### src/rtl/seven_seg_scan_ctrl.sv
// Time-multiplexed scan controller for NUM_DIGITS common-anode seven-segment
// digits that share one decoder. Each digit slot lasts DIV cycles. The first
// BLANK cycles of a slot keep every anode off to suppress ghosting. Display
// data is double-buffered: a load writes the shadow buffer, and the shadow is
// copied to the active buffer only at a frame boundary.
//
// state    | meaning
// ---------+---------------------------------------------------------------
// ST_IDLE  | scanning stopped, all anodes off, decoder inputs held at zero
// ST_BLANK | start of a digit slot, anodes off, decoder already fed digit idx
// ST_DRIVE | anode idx on, decoder fed the active nibble/dp of digit idx

module seven_seg_scan_ctrl #(
   parameter int NUM_DIGITS = 4,
   parameter int DIV        = 50000,
   parameter int BLANK      = 8
) (
   input  logic                    clk,
   input  logic                    rst_n,
   input  logic                    en,
   input  logic                    load,
   input  logic [4*NUM_DIGITS-1:0] value_in,
   input  logic [NUM_DIGITS-1:0]   dp_in,
   output logic [3:0]              hex,
   output logic                    dp,
   output logic [NUM_DIGITS-1:0]   an,
   output logic                    load_ack,
   output logic                    frame_start
);

   localparam int IW = (NUM_DIGITS > 1) ? $clog2(NUM_DIGITS) : 1;
   localparam int CW = (DIV > 1) ? $clog2(DIV) : 1;

   localparam logic [CW-1:0] CNT_LAST   = CW'(DIV - 1);
   // With BLANK == 0 the blank state is never entered, so this value is unused.
   localparam logic [CW-1:0] BLANK_LAST = CW'((BLANK > 0) ? BLANK - 1 : 0);
   localparam logic [IW-1:0] IDX_LAST   = IW'(NUM_DIGITS - 1);

   typedef enum logic [1:0] {
      ST_IDLE  = 2'd0,
      ST_BLANK = 2'd1,
      ST_DRIVE = 2'd2
   } state_t;

   // A slot opens in the blank state unless there is no blanking interval.
   localparam state_t SLOT_FIRST = (BLANK == 0) ? ST_DRIVE : ST_BLANK;

   state_t                  state, state_nxt;
   logic [IW-1:0]           idx, idx_nxt;
   logic [CW-1:0]           cnt, cnt_nxt;
   logic                    boundary;

   logic [4*NUM_DIGITS-1:0] shadow_val;
   logic [NUM_DIGITS-1:0]   shadow_dp;
   logic [4*NUM_DIGITS-1:0] active_val;
   logic [NUM_DIGITS-1:0]   active_dp;
   logic                    pending;
   logic                    load_ack_q;
   logic                    frame_start_q;

   // Next-state logic: slot timing, digit advance and frame-boundary detection.
   always_comb begin
      state_nxt = state;
      idx_nxt   = idx;
      cnt_nxt   = cnt;
      boundary  = 1'b0;
      unique case (state)
         ST_IDLE: begin
            if (en) begin
               boundary  = 1'b1;
               idx_nxt   = '0;
               cnt_nxt   = '0;
               state_nxt = SLOT_FIRST;
            end
         end
         ST_BLANK: begin
            if (!en) begin
               idx_nxt   = '0;
               cnt_nxt   = '0;
               state_nxt = ST_IDLE;
            end else begin
               cnt_nxt = cnt + 1'b1;
               if (cnt == BLANK_LAST) begin
                  state_nxt = ST_DRIVE;
               end
            end
         end
         ST_DRIVE: begin
            if (!en) begin
               idx_nxt   = '0;
               cnt_nxt   = '0;
               state_nxt = ST_IDLE;
            end else if (cnt == CNT_LAST) begin
               cnt_nxt   = '0;
               state_nxt = SLOT_FIRST;
               if (idx == IDX_LAST) begin
                  idx_nxt  = '0;
                  boundary = 1'b1;
               end else begin
                  idx_nxt = idx + 1'b1;
               end
            end else begin
               cnt_nxt = cnt + 1'b1;
            end
         end
         default: begin
            idx_nxt   = '0;
            cnt_nxt   = '0;
            state_nxt = ST_IDLE;
         end
      endcase
   end

   // State, counters and data buffers. The boundary copy reads the shadow
   // value from before this edge, so a load landing on a boundary stays
   // pending for the following frame.
   always_ff @(posedge clk) begin
      if (!rst_n) begin
         state         <= ST_IDLE;
         idx           <= '0;
         cnt           <= '0;
         shadow_val    <= '0;
         shadow_dp     <= '0;
         active_val    <= '0;
         active_dp     <= '0;
         pending       <= 1'b0;
         load_ack_q    <= 1'b0;
         frame_start_q <= 1'b0;
      end else begin
         state         <= state_nxt;
         idx           <= idx_nxt;
         cnt           <= cnt_nxt;
         frame_start_q <= boundary;
         load_ack_q    <= boundary && pending;
         if (boundary && pending) begin
            active_val <= shadow_val;
            active_dp  <= shadow_dp;
         end
         if (load) begin
            shadow_val <= value_in;
            shadow_dp  <= dp_in;
            pending    <= 1'b1;
         end else if (boundary) begin
            pending <= 1'b0;
         end
      end
   end

   // Output decode from registered state only.
   always_comb begin
      an  = '1;
      hex = '0;
      dp  = 1'b0;
      unique case (state)
         ST_BLANK: begin
            hex = active_val[int'(idx)*4 +: 4];
            dp  = active_dp[idx];
         end
         ST_DRIVE: begin
            hex     = active_val[int'(idx)*4 +: 4];
            dp      = active_dp[idx];
            an[idx] = 1'b0;
         end
         default: begin
            an  = '1;
            hex = '0;
            dp  = 1'b0;
         end
      endcase
   end

   assign load_ack    = load_ack_q;
   assign frame_start = frame_start_q;

endmodule

### config.mk
export PLATFORM = sky130hd
export DESIGN_NAME = seven_seg_scan_ctrl
export DESIGN_NICKNAME = d
export VERILOG_FILES = /design/src/rtl/seven_seg_scan_ctrl.sv
export SDC_FILE = /design/constraint.sdc
export NUM_CORES = 1
export LEC_CHECK = 0
export ABC_AREA = 1
export CAP_MARGIN = 20
export CORE_MARGIN = 2
export CORE_UTILIZATION = 45
export CTS_CLUSTER_SIZE = 24
export DETAILED_ROUTE_END_ITERATION = 12
export GPL_TIMING_DRIVEN = 0
export PLACE_DENSITY_LB_ADDON = 0.1
export SKIP_LAST_GASP = 1
export SLEW_MARGIN = 10
export SYNTH_ARGS = -nofsm -noshare
export SYNTH_HDL_FRONTEND = slang
export SYNTH_SLANG_ARGS = --single-unit
### constraint.sdc
create_clock -name clk -period 3.04 [get_ports clk]
set_input_delay 0.608 -clock clk [delete_from_list [all_inputs] [get_ports clk]]
set_output_delay 0.608 -clock clk [all_outputs]
set_load 0.01 [all_outputs]
==> results.ini <==
[finish]
reg_top3=active_val (16), cnt (16), shadow_val (16)
comb_area_um2=1500
clock_buffers=10
clk_share=0.0506
seq_area_um2=1260
buf_share=0.123
instances_no_fill=564
biggestCellCategory=logic gates
lay_top_cells=nor2_1, nand2_1, dfxtp_1
mostFrequentLayoutCell=nor2_1
logic_gate_count=323
fin_nets=515
inv_count=32
synthToLayoutAreaGrowth_pct=20.8
flop-count=63

[power_and_ir_drop]
comb_power_share=0.261
powerComb_uw=559
powerDensity_nw_per_um2=594
maxPowerGroup=registers
p_total_mw=2.14
seq_power_share=0.432
seq-power_uw=927
p_int_mw=1.40
p_sw_uw=740
swShare=0.345
leakage_nw=1.40

[worst_setup_path]
setup.worst_path.start=state[0]
r2r_start=state[0]
max_stage_delay_ns=0.58
critical_path_depth=6
critPathTopFamily=buffers and inverters
r2r_end=cnt[9]
critPathCaptureType=output pin
rrSetupSlack_ns=1.24
cp_slowest_cell=clkdlybuf4s50_1
crit_top_cell=inv_1
worstPathArrival_ns=2.19
worstSetupStartpointType=flop
cp_data_required_time_ns=2.43
cp_max_fo=8
endpoint=hex[1]
r2r_cells=10

[place]
place.gp.congestion=0.846
port_buffers=34
post_dp_cell_area_um2=3420
place_hpwl_mm=5.12
place_inst=548
place_ws_ns=0.555

[global_route]
antenna_found_initial=0
met2_usage=0.339
gr-total-overflow=0
met3_usage=0.0535
grt-busiest-layer=met2
grt_use_met1=0.260
grt_pass1_wl_mm=11.8
grt_pass1_vias=2588

[sta]
hold-worst-slack_ns=0.457
worst_slack_ns=0.239
finalSetupViolations=0
finalCriticalPeriod_ns=2.80
worst_slew_pin_slew_ns=0.515
slew_viol_final=0
timing.final.crit_share=0.921
hold_viol_final=0
fmax_mhz=357

[die]
fp_util=0.468
tapCellCount=77
pin_count=35
fp.dieW_um=85.5

[yosys]
syn_area_per_cell_um2=6.83
synthTopLogicFamily=simple AND/OR/NAND/NOR gates
synth-compound-area-share=0.129
synth_cell_type_count=22
yosysChipArea_um2=2990
synthesis.nets=470
ys.flops=63
top_cells_by_count=nor2_1, nand2_1, dfxtp_1
synth-edff-count=0
muxShareOfSynthArea=0
netlist_area_um2=2990
async_reset_ff_frac=0
yosysTopAreaCellShare=0.422
synth-xor-area-share=0.0117
synthTopCellsByArea=dfxtp_1, nor2_1, nand2_1
most_common_cell=nor2_1
flop_cell=dfxtp_1
synthCells=437
yosysCellCount=437
ys_sh_adder=0.0377
synth_warnings=0

[clocking]
root_buffer=clkbuf_8
postCtsHoldBufs=0
post_cts_buffers=0
clkSlewWorstSetupHoldPaths_ns=0.07
cts_tree=done
ctsResizeCount=0
cts.sinks=63
cts_max_path_buffers=2

[worst_hold_path]
holdPathStages=2
worstHoldEndpoint=active_val[14]

[job]
openroad.warnings=32

[drt]
drt_iter0_drc=97
met2WireLength_mm=3.32
ant_nets=0
viasPerCell=4.94
drc=0
met3_length_um=213

[run_status]
status=finished, final reports clean

### PDN straps and rails

Scale bar: 20 µm. Pins as bars on the die edge.
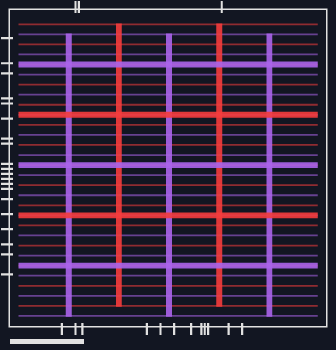
net	colour
VDD	red
VSS	purple
met1 rails	30
rows	29
met5 straps	5
Core Footprint: 6390 µm²
Die H: 85.5 µm
worst vdd ir: 310 µV

### Placement by cell class

Fill, decap, tap and diode cells in grey.
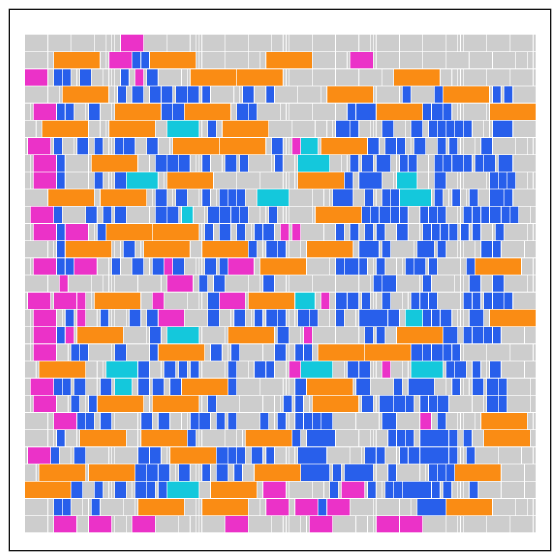
class	colour	cells	share of their area
sequential cells	orange	63	36%
clock drivers and dummy loads	cyan	16	5.2%
remaining buffers and delay cells	magenta	53	13%
combinational and other logic	blue	355	46%
row cnt: 29
post-route cell area: 3610 µm²
flop share of the area: 0.350
final core occ: 0.565

### Clock distribution

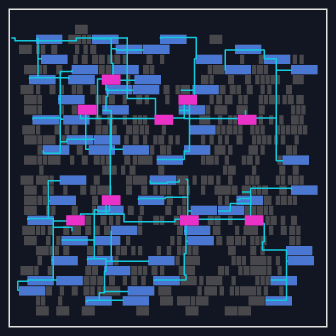
[clock wires] cyan | length: 783 µm
[flip-flops] blue | count: 63
[clock drivers] magenta | count: 9
flops lie	widely spread
Clk power: 657 µW
Setup Skew: 0.00891 ns
clock latency on the worst-skew pair: 0.34 ns

### Wiring by layer

Scale bar: 20 µm. Two of the layers only.
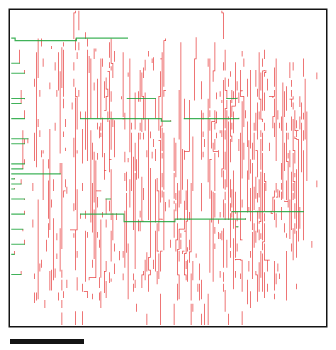
layer	colour	wire length
metal 3	green	214 µm
metal 2	red	3320 µm
WL final: 6.88 mm
total number of vias: 2784
Routed WL per cell: 12.2 µm
GRT Total Usage: 0.202

No activity file was given, so power comes from the tool's default toggle rates.
